==> config.mk <==
export PLATFORM = sky130hd
export DESIGN_NAME = seq_mult
export DESIGN_NICKNAME = d
export VERILOG_FILES = /design/src/rtl/seq_mult_pkg.sv /design/src/rtl/seq_mult_cneg.sv /design/src/rtl/seq_mult.sv
export SDC_FILE = /design/constraint.sdc
export NUM_CORES = 1
export LEC_CHECK = 0
export ABC_AREA = 0
export CAP_MARGIN = 20
export CORE_MARGIN = 10
export CORE_UTILIZATION = 35
export DETAILED_ROUTE_END_ITERATION = 12
export PLACE_DENSITY = 0.63
export SKIP_CTS_REPAIR_TIMING = 1
export SLEW_MARGIN = 20
export SYNTH_ARGS = -nofsm -noshare
export SYNTH_HDL_FRONTEND = slang
export SYNTH_SLANG_ARGS = --single-unit
==> constraint.sdc <==
create_clock -name clk -period 2.7 [get_ports clk]
set_input_delay 0.675 -clock clk [delete_from_list [all_inputs] [get_ports clk]]
set_output_delay 0.675 -clock clk [all_outputs]
set_load 0.01 [all_outputs]
==> src/rtl/seq_mult_pkg.sv <==
// Shared types and helpers for the sequential shift-add multiplier.
package seq_mult_pkg;

  typedef logic [1:0] state_t;

  localparam state_t IDLE = 2'd0;
  localparam state_t BUSY = 2'd1;
  localparam state_t DONE = 2'd2;

  function automatic int unsigned prod_width(input int unsigned w);
    return 2 * w;
  endfunction

  function automatic int unsigned cnt_width(input int unsigned w);
    return int'($clog2(w)) + 1;
  endfunction

  // Magnitude of a w-bit value when tc is set, raw value otherwise.
  function automatic logic [63:0] abs_val(input logic [63:0] value, input int unsigned w,
                                          input logic tc);
    logic [63:0] mask;
    mask = (w >= 64) ? '1 : ((64'd1 << w) - 64'd1);
    if (tc && value[w-1]) begin
      return (~value + 64'd1) & mask;
    end
    return value & mask;
  endfunction

endpackage

==> src/rtl/seq_mult_cneg.sv <==
// Conditional two's-complement negate: dout = neg ? -din : din.
module seq_mult_cneg #(
  parameter int unsigned W = 8
) (
  input  logic [W-1:0] din,
  input  logic         neg,
  output logic [W-1:0] dout
);

  assign dout = neg ? (~din + W'(1)) : din;

endmodule

==> src/rtl/seq_mult.sv <==
// Sequential shift-add multiplier, one multiplier bit per clock, unsigned or signed per transaction.
// Define SEQ_MULT_EARLY_TERM_EN to finish as soon as the remaining multiplier bits are all zero.
module seq_mult
  import seq_mult_pkg::*;
#(
  parameter  int unsigned WIDTH = 8,
  localparam int unsigned CNT_W = cnt_width(WIDTH),
  localparam int unsigned PW    = prod_width(WIDTH)
) (
  input  logic             clk,
  input  logic             rst,
  input  logic             in_valid,
  output logic             in_ready,
  input  logic [WIDTH-1:0] a,
  input  logic [WIDTH-1:0] b,
  input  logic             tc,
  output logic             out_valid,
  input  logic             out_ready,
  output logic [PW-1:0]    product,
  output logic             busy
);

  state_t           state_q, state_d;
  logic [PW-1:0]    mcand_q, mcand_d;
  logic [PW-1:0]    acc_q, acc_d;
  logic [PW-1:0]    product_q, product_d;
  logic [WIDTH-1:0] mplier_q, mplier_d;
  logic [CNT_W-1:0] cnt_q, cnt_d;
  logic             neg_q, neg_d;

  logic [WIDTH-1:0] a_mag, b_mag;
  logic [PW-1:0]    acc_sum, acc_fix;
  logic [WIDTH-1:0] mplier_sh;
  logic [CNT_W-1:0] cnt_inc;
  logic             last_step;

  seq_mult_cneg #(.W(WIDTH)) u_abs_a (
    .din  (a),
    .neg  (tc & a[WIDTH-1]),
    .dout (a_mag)
  );

  seq_mult_cneg #(.W(WIDTH)) u_abs_b (
    .din  (b),
    .neg  (tc & b[WIDTH-1]),
    .dout (b_mag)
  );

  // Sign fix applied to the final partial sum on the last BUSY edge.
  seq_mult_cneg #(.W(PW)) u_sign_fix (
    .din  (acc_sum),
    .neg  (neg_q),
    .dout (acc_fix)
  );

  assign acc_sum   = mplier_q[0] ? (acc_q + mcand_q) : acc_q;
  assign mplier_sh = mplier_q >> 1;
  assign cnt_inc   = cnt_q + CNT_W'(1);

`ifdef SEQ_MULT_EARLY_TERM_EN
  assign last_step = (mplier_sh == '0) || (cnt_inc == CNT_W'(WIDTH));
`else
  assign last_step = (cnt_inc == CNT_W'(WIDTH));
`endif

  always_comb begin
    state_d   = state_q;
    mcand_d   = mcand_q;
    acc_d     = acc_q;
    product_d = product_q;
    mplier_d  = mplier_q;
    cnt_d     = cnt_q;
    neg_d     = neg_q;
    case (state_q)
      IDLE: begin
        if (in_valid) begin
          state_d  = BUSY;
          mcand_d  = {{WIDTH{1'b0}}, a_mag};
          mplier_d = b_mag;
          neg_d    = tc & (a[WIDTH-1] ^ b[WIDTH-1]);
          acc_d    = '0;
          cnt_d    = '0;
        end
      end
      BUSY: begin
        acc_d    = acc_sum;
        mcand_d  = mcand_q << 1;
        mplier_d = mplier_sh;
        cnt_d    = cnt_inc;
        if (last_step) begin
          state_d   = DONE;
          product_d = acc_fix;
        end
      end
      DONE: begin
        if (out_ready) begin
          state_d = IDLE;
        end
      end
      default: state_d = IDLE;
    endcase
  end

  always_ff @(posedge clk or posedge rst) begin
    if (rst) begin
      state_q   <= IDLE;
      mcand_q   <= '0;
      acc_q     <= '0;
      product_q <= '0;
      mplier_q  <= '0;
      cnt_q     <= '0;
      neg_q     <= 1'b0;
    end else begin
      state_q   <= state_d;
      mcand_q   <= mcand_d;
      acc_q     <= acc_d;
      product_q <= product_d;
      mplier_q  <= mplier_d;
      cnt_q     <= cnt_d;
      neg_q     <= neg_d;
    end
  end

  assign in_ready  = (state_q == IDLE);
  assign out_valid = (state_q == DONE);
  assign busy      = (state_q != IDLE);
  assign product   = product_q;

endmodule

run_1/pdn.png
Bar = 50 um. Pins as bars on the die edge.
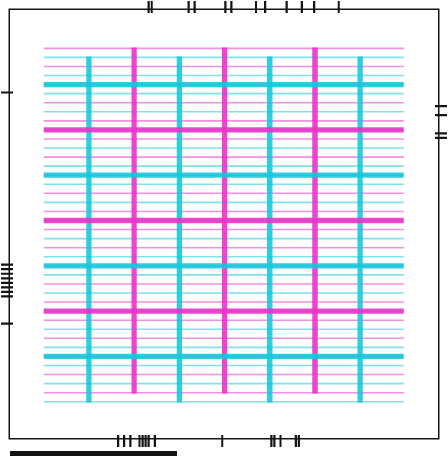
legend:
  VDD:
    colour: magenta
  VSS:
    colour: cyan
rows: 39
signal pins: 40
met1 rails: 40
met5 straps: 7
met4 straps: 7
Std-Cell Core Area: 11470 um^2
height of the chip: 128.5 um
x dimension of the die: 128.5 um
Worst VDD drop: 0.0003796 V

run_1/cell_classes.png
Bar = 50 um.
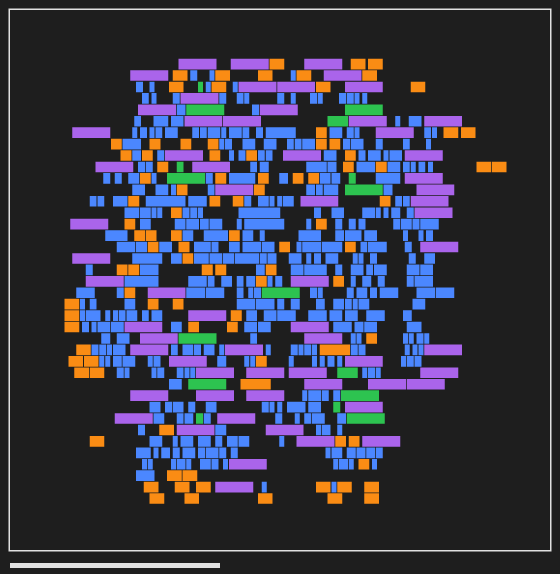
legend:
  flops:
    colour: purple
    cells: 63
    share_of_their_area: 30%
  clock drivers and dummy loads:
    colour: green
    cells: 16
    share_of_their_area: 5.2%
  other buffers and delay cells:
    colour: orange
    cells: 97
    share_of_their_area: 16%
  all other logic:
    colour: blue
    cells: 386
    share_of_their_area: 49%
final instance area: 5458 um^2
fraction of area in registers: 28.89%
Final Util: 47.59%
Std-Cell Rows: 39

run_1/clock_map.png
Bar = 50 um.
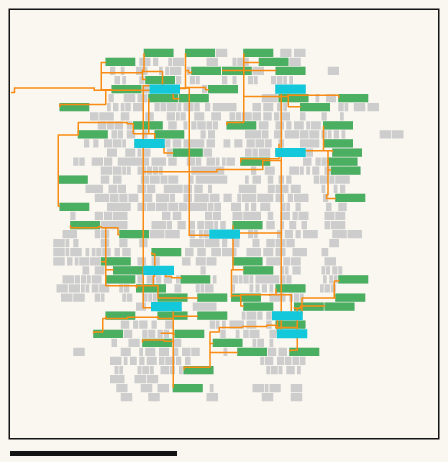
legend:
  flip-flops:
    colour: green
    count: 63
  clock wires:
    colour: orange
    length: 983 um
  cells driving clock nets:
    colour: cyan
    count: 9
routed clock nets: 10
Max Clock Skew: 0.005600 ns
clock network power: 1.08 mW
Clk pwr share: 16.7%
latest clock arrival within the worst-skew pair: 0.34 ns

==> run notes, run 1 <==
* **result of the run** complete, but fails checks
* **failing checks** setup timing
* **slowest stage delay, CP** 0.38 ns
* **minimum setup slack in the final design** -0.2868 ns
* **Clock H-tree levels** 3
* **Post-Synthesis Net Count** 515
* **Setup-failing EPs final** 8
* **Signal inverters** 12
* **terminus of the critical flop-to-flop path** product[14]
* **highest-count cells in the layout ignoring fill and taps** sky130_fd_sc_hd__nand2_1 (67), sky130_fd_sc_hd__o21ai_0 (65), sky130_fd_sc_hd__dfrtp_1 (63)
* **type of the tightest min-delay check** reg2reg
* **logic share of the area** 46.35%
* **fraction of post-synthesis cell area in the top cell type by area** 38.29%
* **aoi/oai-family share of the synthesized area** 24.98%
* **ys async rst share** 100.0%
* **P_sw** 2.680 mW
* **Hold WS** 0.4742 ns
* **gate family responsible for the most delay along the worst path** AND-OR/OR-AND gates
* **Multi-Input Combinational** 374
* **Min-Delay Startpoint** product[11]
* **share of total power consumed by net switching** 41.51%
* **register area share after synthesis** 38.29%
* **count of routing violations after the opening detailed-route iteration** 188
* **ordered list of cells on the worst path** ha_2, fa_2, a211o_1, a21o_1, a221oi_4, nand3_4, a2111oi_4, nand4_1, o41ai_2, xnor2_1, o21ai_1
* **power density normalized to cell area** 1183 nW/um^2
* **post-DP HPWL** 7.652 mm
* **total clock buffers created by CTS** 9
* **Total Nets Final** 598
* **register area** 1577 um^2
* **wire length of the first global-routing pass** 17.64 mm
* **antenna cells** 0
* **Buf+Inv Stages, Crit Path** 0
* **clock buf count** 12
* **yosys-reported design area after synthesis** 4118 um^2
* **reg-to-reg critical path startpoint** mcand_q[0]
* **crit path launch type** register
* **via density per instance** 5.271
* **internal reg-to-reg setup slack** -0.29 ns
[run 1: metrics by stage]
| step | TNS [ns] | cells | area, um^2 | util, % |
|---|---|---|---|---|
| after global placement | -1.211 | 681 | 4999 | 43.59 |
| after floorplan | -0.3308 | 474 | 4128 | - |
| after global routing | -3.063 | 705 | 5458 | 47.59 |
| after CTS | -1.973 | 697 | 5275 | 46.00 |
| after detailed placement | -1.815 | 681 | 4999 | 43.59 |
| final | -1.613 | 705 | 5458 | 47.59 |
[run 1: layer usage]
| metal | vias up | routed length (um) | global-route usage, % |
|---|---|---|---|
| li1 | 1877 | - | - |
| met1 | 1771 | 4400 | 14.45 |
| met2 | 52 | 5254 | 23.12 |
| met3 | 16 | 409 | 2.752 |
| met4 | 0 | 227 | 5.960 |
| met5 | - | 0 | 0 |
--- run 2 (diff from run 1) ---
--- a/config.mk
+++ b/config.mk
@@ -10,7 +10,9 @@
 export CORE_MARGIN = 10
 export CORE_UTILIZATION = 35
 export DETAILED_ROUTE_END_ITERATION = 12
+export GPL_TIMING_DRIVEN = 0
 export PLACE_DENSITY = 0.63
+export RECOVER_POWER = 50
 export SKIP_CTS_REPAIR_TIMING = 1
 export SLEW_MARGIN = 20
 export SYNTH_ARGS = -nofsm -noshare
run_2/cell_classes.png
Bar = 50 um.
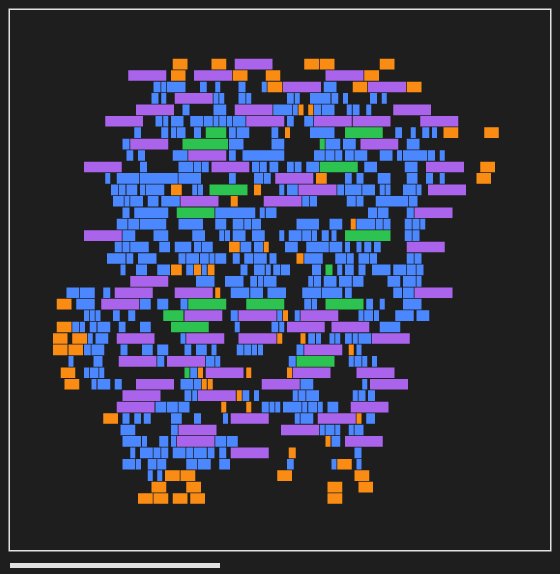
legend:
  clock drivers and dummy loads:
    colour: green
    cells: 16
    share_of_their_area: 6.5%
  other buffers and delay cells:
    colour: orange
    cells: 69
    share_of_their_area: 11%
  flops:
    colour: purple
    cells: 63
    share_of_their_area: 32%
  all other logic:
    colour: blue
    cells: 386
    share_of_their_area: 51%
fraction of area in registers: 30.60%
final instance area: 5152 um^2
Final Util: 44.93%

run_2/metal_stack.png
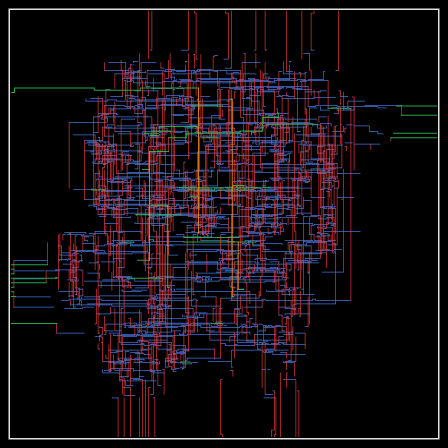
legend:
  met4:
    colour: orange
    wire_length: 174 um
  met2:
    colour: red
    wire_length: 5480 um
  met1:
    colour: blue
    wire_length: 4970 um
  met3:
    colour: green
    wire_length: 409 um
via count of the routed design: 3757
final routed wirelength across all metal layers: 11.04 mm
aggregate global-route resource usage: 13.61%
Routed wire per std cell: 16.30 um

==> run notes, run 2 <==
* **result of the run** complete, but fails checks, unchanged
* **failing checks** setup timing, unchanged
* **Buf+Inv Stages, Crit Path** 0, unchanged
* **Std-Cell Rows** 39, unchanged
* **Multi-Input Combinational** 374, unchanged
* **reg-to-reg critical path startpoint** mcand_q[0], unchanged
* **minimum setup slack in the final design** -0.5306 ns, was -0.2868 ns
* **Total Nets Final** 570, was 598
* **count of routing violations after the opening detailed-route iteration** 217, was 188
* **Max Clock Skew** 0.008302 ns, was 0.005600 ns
* **Clock H-tree levels** 3, unchanged
* **ordered list of cells on the worst path** ha_2, fa_2, a211o_4, a21o_1, a221oi_4, nand3_2, a2111oi_4, nand4_1, o41ai_2, xnor2_1, o21ai_1, was ha_2, fa_2, a211o_1, a21o_1, a221oi_4, nand3_4, a2111oi_4, nand4_1, o41ai_2, xnor2_1, o21ai_1
* **antenna cells** 0, unchanged
* **P_sw** 2.641 mW, was 2.680 mW
* **Setup-failing EPs final** 8, unchanged
* **crit path launch type** register, unchanged
* **wire length of the first global-routing pass** 18.54 mm, was 17.64 mm
* **x dimension of the die** 128.5 um, unchanged
* **latest clock arrival within the worst-skew pair** 0.33 ns, was 0.34 ns
* **layer with the highest usage** met2, unchanged
* **type of the tightest min-delay check** reg2reg, unchanged
* **count of non-filler cells in the finished layout** 677, was 705
* **Min-Delay Startpoint** product[13], was product[11]
* **area of placed instances** 4727 um^2, was 4999 um^2
* **post-DP HPWL** 8.218 mm, was 7.652 mm
* **Std-Cell Core Area** 11470 um^2, unchanged
* **register area** 1577 um^2, unchanged
* **slowest stage delay, CP** 0.40 ns, was 0.38 ns
run_2/pdn.png
Bar = 50 um. Pins as bars on the die edge.
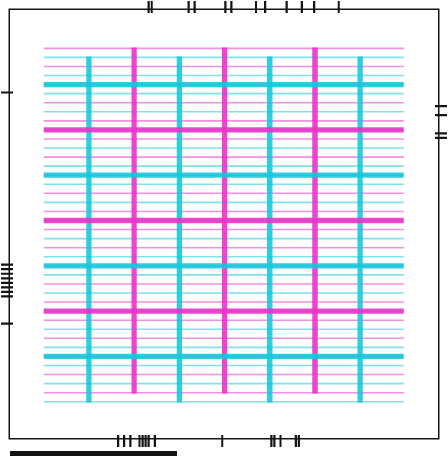
legend:
  VSS:
    colour: cyan
  VDD:
    colour: magenta
met5 straps: 7
met1 rails: 40
Worst VDD drop: 0.0004337 V

## run 2: cell count changes in the layout (fill, tap and decap cells not counted), sizes merged
cell,delta
clkbuf,+21
bufinv,+2
buf,-48
clkdlybuf4s50,-2
clkinvlp,+1
inv,-1
clkinv,-3
dlygate4sd3,+2
## run 2: kinds of logic after synthesis
logic type	after synthesis	share of synthesized area, %
compound gates	155	24.98
xor+xnor	34	7.232
fa+ha+maj	20	6.260
buf+inv	37	3.494
flops	63	38.29
mux	6	1.459
simple gates	159	18.29
## run 2: metal layers
metal | routed length, um | vias up
met3 | 408 | 12
li1 | - | 1831
met1 | 4974 | 1842
met2 | 5480 | 72
met5 | 0 | -
met4 | 174 | 0
No activity file was given, so power comes from the tool's default toggle rates.
